Fig. 1: M1 wires
Drawn at 4 px/um. Supply wires on this layer in grey.
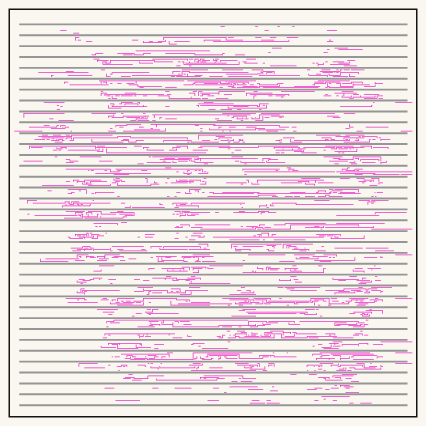
Fig. 2: routed metal, one colour a layer
Drawn at 4 px/um. Only two layers are drawn.
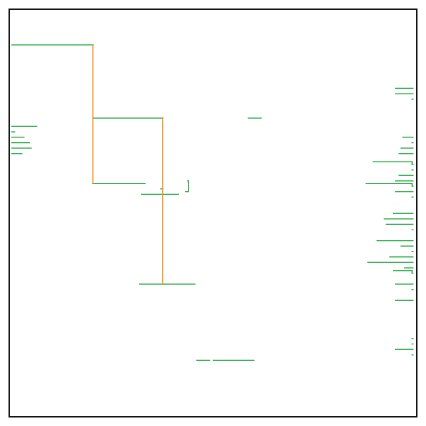
Fig. 3: logic cells by family
Drawn at 4 px/um.
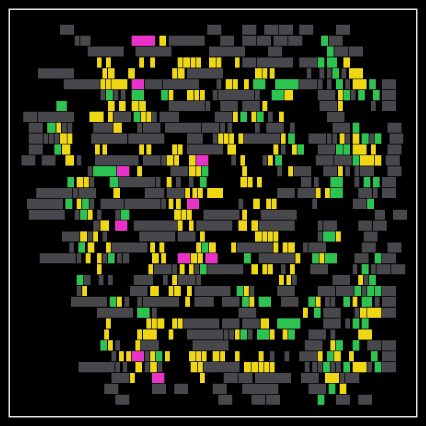
Fig. 4: routing congestion map
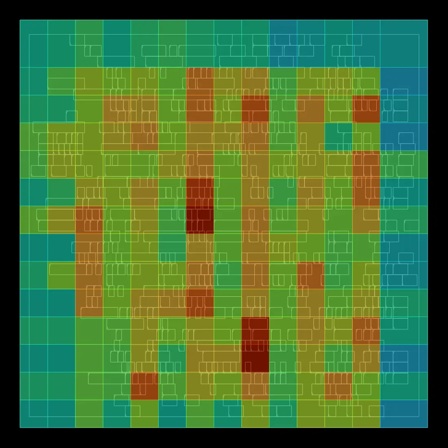
File: src/rtl/score_pkg.sv
// score_pkg: shared state encoding, BCD digit width and seven-segment codes
// for the BCD score keeper.
`default_nettype none

package score_pkg;

  localparam int DIGIT_W = 4;

  typedef enum logic [1:0] {
    IDLE = 2'b00,
    RUN  = 2'b01,
    OVER = 2'b10
  } state_t;

  // Active-low {g,f,e,d,c,b,a}
  localparam logic [6:0] SEG_BLANK = 7'b1111111;

  // Packed table, digit 0 in [6:0] up to digit 9 in [69:63]
  localparam logic [69:0] SEG_TABLE = {
    7'b0010000, 7'b0000000, 7'b1111000, 7'b0000010, 7'b0010010,
    7'b0011001, 7'b0110000, 7'b0100100, 7'b1111001, 7'b1000000
  };

endpackage

`default_nettype wire

File: src/rtl/bcd_digit_to_seg.sv
// bcd_digit_to_seg: one BCD digit to active-low seven-segment code;
// non-decimal codes 10..15 are shown blank.
`default_nettype none

module bcd_digit_to_seg
  import score_pkg::*;
(
  input  logic [DIGIT_W-1:0] digit,
  output logic [6:0]         seg
);

  always_comb begin
    seg = SEG_BLANK;
    if (digit <= 4'd9) begin
      seg = SEG_TABLE[int'(digit)*7 +: 7];
    end
  end

endmodule

`default_nettype wire

File: src/rtl/bcd_score_keeper.sv
// bcd_score_keeper: packed-BCD game score with tick prescaler, IDLE/RUN/OVER
// control, retained high score and seven-segment drive. SCORE_SATURATE_EN clamps at all-9s.
`default_nettype none

module bcd_score_keeper
  import score_pkg::*;
#(
  parameter int NUM_DIGITS      = 4,
  parameter int STEP            = 1,
  parameter int TICKS_PER_POINT = 1
) (
  input  logic                      clock,
  input  logic                      aclr,
  input  logic                      start,
  input  logic                      tick,
  input  logic                      collision,
  input  logic                      show_high,
  output logic [4*NUM_DIGITS-1:0]   score_bcd,
  output logic [4*NUM_DIGITS-1:0]   high_bcd,
  output logic [7*NUM_DIGITS-1:0]   seg_out,
  output logic [1:0]                game_state,
  output logic                      new_high
);

  localparam int W = DIGIT_W * NUM_DIGITS;

  state_t       state, next_state;
  logic [7:0]   prescaler;
  logic [W-1:0] score, high, score_inc, shown;
  logic         clear_game, count_tick, end_game, tick_hit;
  logic         carry;
  logic [4:0]   dsum;

  always_ff @(posedge clock or posedge aclr) begin
    if (aclr) state <= IDLE;
    else      state <= next_state;
  end

  // Collision outranks start, which outranks tick, while a game is running
  always_comb begin
    next_state = state;
    clear_game = 1'b0;
    count_tick = 1'b0;
    end_game   = 1'b0;
    case (state)
      IDLE: begin
        if (start) begin
          next_state = RUN;
          clear_game = 1'b1;
        end
      end
      RUN: begin
        if (collision) begin
          next_state = OVER;
          end_game   = 1'b1;
        end else if (start) begin
          clear_game = 1'b1;
        end else if (tick) begin
          count_tick = 1'b1;
        end
      end
      OVER: begin
        if (start) begin
          next_state = RUN;
          clear_game = 1'b1;
        end
      end
      default: next_state = IDLE;
    endcase
  end

  always_comb begin
    score_inc = '0;
    carry     = 1'b0;
    dsum      = '0;
    for (int i = 0; i < NUM_DIGITS; i++) begin
      dsum = {1'b0, score[i*4 +: 4]} + {4'b0000, carry} + ((i == 0) ? 5'(STEP) : 5'd0);
      if (dsum > 5'd9) begin
        score_inc[i*4 +: 4] = 4'(dsum - 5'd10);
        carry               = 1'b1;
      end else begin
        score_inc[i*4 +: 4] = dsum[3:0];
        carry               = 1'b0;
      end
    end
`ifdef SCORE_SATURATE_EN
    if (carry) score_inc = {NUM_DIGITS{4'h9}};
`endif
  end

  assign tick_hit = (prescaler == 8'(TICKS_PER_POINT - 1));

  always_ff @(posedge clock or posedge aclr) begin
    if (aclr) begin
      score     <= '0;
      high      <= '0;
      prescaler <= '0;
      new_high  <= 1'b0;
    end else begin
      if (clear_game) begin
        score     <= '0;
        prescaler <= '0;
        new_high  <= 1'b0;
      end else if (count_tick) begin
        if (tick_hit) begin
          score     <= score_inc;
          prescaler <= '0;
        end else begin
          prescaler <= prescaler + 8'd1;
        end
      end
      // Packed BCD orders the same as its decimal value
      if (end_game && (score > high)) begin
        high     <= score;
        new_high <= 1'b1;
      end
    end
  end

  assign shown = show_high ? high : score;

  generate
    for (genvar g = 0; g < NUM_DIGITS; g++) begin : g_digit
      bcd_digit_to_seg u_seg (
        .digit (shown[g*4 +: 4]),
        .seg   (seg_out[g*7 +: 7])
      );
    end
  endgenerate

  assign score_bcd  = score;
  assign high_bcd   = high;
  assign game_state = state;

endmodule

`default_nettype wire

File: config.mk
export PLATFORM = sky130hd
export DESIGN_NAME = bcd_score_keeper
export DESIGN_NICKNAME = d
export VERILOG_FILES = /design/src/rtl/score_pkg.sv /design/src/rtl/bcd_digit_to_seg.sv /design/src/rtl/bcd_score_keeper.sv
export SDC_FILE = /design/constraint.sdc
export NUM_CORES = 1
export LEC_CHECK = 0
export ABC_AREA = 1
export CAP_MARGIN = 20
export CORE_MARGIN = 2
export CORE_UTILIZATION = 40
export DETAILED_ROUTE_END_ITERATION = 16
export HOLD_SLACK_MARGIN = 0.08
export PLACE_DENSITY_LB_ADDON = 0.15
export SKIP_LAST_GASP = 1
export SYNTH_ARGS = -nofsm -noshare
export SYNTH_HDL_FRONTEND = slang
export SYNTH_SLANG_ARGS = --single-unit
File: constraint.sdc
create_clock -name clock -period 14 [get_ports clock]
set_input_delay 1.4 -clock clock [delete_from_list [all_inputs] [get_ports clock]]
set_output_delay 1.4 -clock clock [all_outputs]
set_load 0.02 [all_outputs]
==> flow_metrics.py <==
# Flow results
metrics = {
    "status": {
        "result_of_the_run": "completed",
    },
    "critical_path": {
        "timing.rr.start": "score_bcd[1]",
        "cp_data_required_time_ns": 12.60,
        "setup.worst_path.start": "show_high",
        "worstSetupEndpointType": "output port",
        "r2r_cells": 30,
        "reg2reg_setup_slack_ns": 8.92,
        "timing.critical_path.fanout_max": 32,
        "endpoint": "seg_out[10]",
        "critical_path.slowest_cell": "sky130_fd_sc_hd__clkdlybuf4s50_1",
        "timing.critical_path.from_type": "input port",
    },
    "die": {
        "initial_core_util": 0.412,
        "core_area_um2": 9240,
        "die_h_um": 102,
    },
    "final_timing": {
        "timing.final.hold_violations": 0,
        "postLayoutSetupSlackWorst_ns": 8.76,
        "slew_headroom": 0.604,
        "final-setup-viol-count": 0,
        "setup_tns_ns": 0,
        "hold_ws_ns": 0.506,
        "post-route-min-period_ns": 5.24,
        "final_max_slew_viol_count": 0,
    },
    "cts": {
        "ctsHoldBuffers": 0,
        "cts_inserted_buffers": 5,
        "tritoncts": "yes",
        "post_cts.repair.setup_buffers": 0,
        "htree_num_levels": 2,
        "clkTransAtPathRegs_ns": 0.08,
        "cts.path.max_buffers": 2,
    },
    "finish": {
        "layout_top_cells": "sky130_fd_sc_hd__nand2_1 (145), sky130_fd_sc_hd__inv_1 (73), sky130_fd_sc_hd__clkdlybuf4s50_1 (68)",
    },
    "logic_synthesis": {
        "synth_seq_share": 0.283,
        "post_synth_instance_area_um2": 3800,
        "yosys.cell_types.count": 28,
    },
    "min_path": {
        "hold_path_depth": 2,
        "worstHoldPathType": "reg2reg",
    },
    "routing": {
        "drtPass1Iterations": 5,
        "remaining_drc_errors": 0,
        "vias_per_cell": 4.79,
    },
    "placement": {
        "dpl_worst_slack_ns": 8.75,
        "postPlaceCellArea_um2": 4580,
    },
}
Back to the opening pictures, Fig. 1:
longest straight run = 33.6 um
share of all routed wire = 49%
wire length on this layer = 4130 um
main direction = horizontal
nets with wire on the layer = 568
via total after detailed routing: 3461
Total Wirelength: 8.41 mm
met1 demand-to-capacity share in global routing: 0.232

Back to the opening pictures, Fig. 2:
orange -> M4  # wire length 76.2 um
green -> M3  # wire length 239 um
overall track demand over capacity in global routing: 0.172
routed length per instance: 11.6 um

Back to the opening pictures, Fig. 3:
yellow -> nand cells  # cells 212, most used nand2_1
green -> aoi and oai cells  # cells 86, most used o21ai_0, where all over the die
magenta -> xor and xnor cells  # cells 10, most used xnor2_1
most numerous logic cell after layout: sky130_fd_sc_hd__nand2_1
multi-input gate share of the layout cell area: 0.495

Back to the opening pictures, Fig. 4:
Most Crowded Layer GR: met2
share of the core filled with cells in the final layout: 0.510
Global Route met2 Usage: 0.294
met3 track demand over resource in global routing: 0.0193

==> cell usage after synthesis, drive strengths merged <==
cell type | n | area [um2]
dfrtp | 43 | 1080
buf | 9 | 85.1
nand3 | 56 | 330
o21ai | 65 | 397
nor2 | 26 | 105
xor2 | 4 | 35.0
a21o | 1 | 7.51
o22ai | 3 | 18.8
inv | 83 | 312
ha | 50 | 626
nand2 | 154 | 611
o31ai | 3 | 22.5
nand4 | 2 | 12.5
nor3 | 4 | 31.3
a21oi | 15 | 75.1
xnor2 | 6 | 60.1
==> worst max-delay path: cells and delay by family <==
family,cells,cell delay [ns]
AND-OR/OR-AND,2,0.31
adder cells (fa/ha/maj),1,0.25
buffers and inverters,4,1.58
AND/OR/NAND/NOR,3,0.30
==> state kept, by name, indices dropped and copies added (netlist names) <==
name / flops
game_state: 2
score_bcd: 16
prescaler: 8
new_high: 1
high_bcd: 16
==> report_power, final <==
part           internal (mW)  switching (mW)
Combinational         0.0447          0.0758
Clock                 0.0714          0.0444
Sequential             0.128         0.00469
Total                  0.244           0.125
==> routing by layer <==
metal,wire length [um],share of wire,up-vias,global-route usage
li1,-,-,1831,-
met1,4130,0.49,1571,0.232
met2,3970,0.47,54,0.294
met3,239,0.028,5,0.0193
met4,76,0.0090,0,0.0426
met5,0,0,-,0
==> cell type report <==
type	instances	area, um2
repair buffers	70	696
multi-input cells	389	2330
inverters	83	312
flip-flops and latches	43	1080
well taps	129	161
clock inverters	2	60.1
fillers	937	4530
clock buffers	6	72.6
==> kinds of logic (layout without fill, tap and decap cells) <==
logic type	after synthesis	count (layout)	synth area share
DFF	43	43	0.283
buffers and inverters	92	161	0.104
adders and majority gates	50	50	0.164
xor gates and xnor gates	10	10	0.0250
AOI/OAI and AO/OA	87	87	0.137
and+or+nand+nor	242	242	0.287
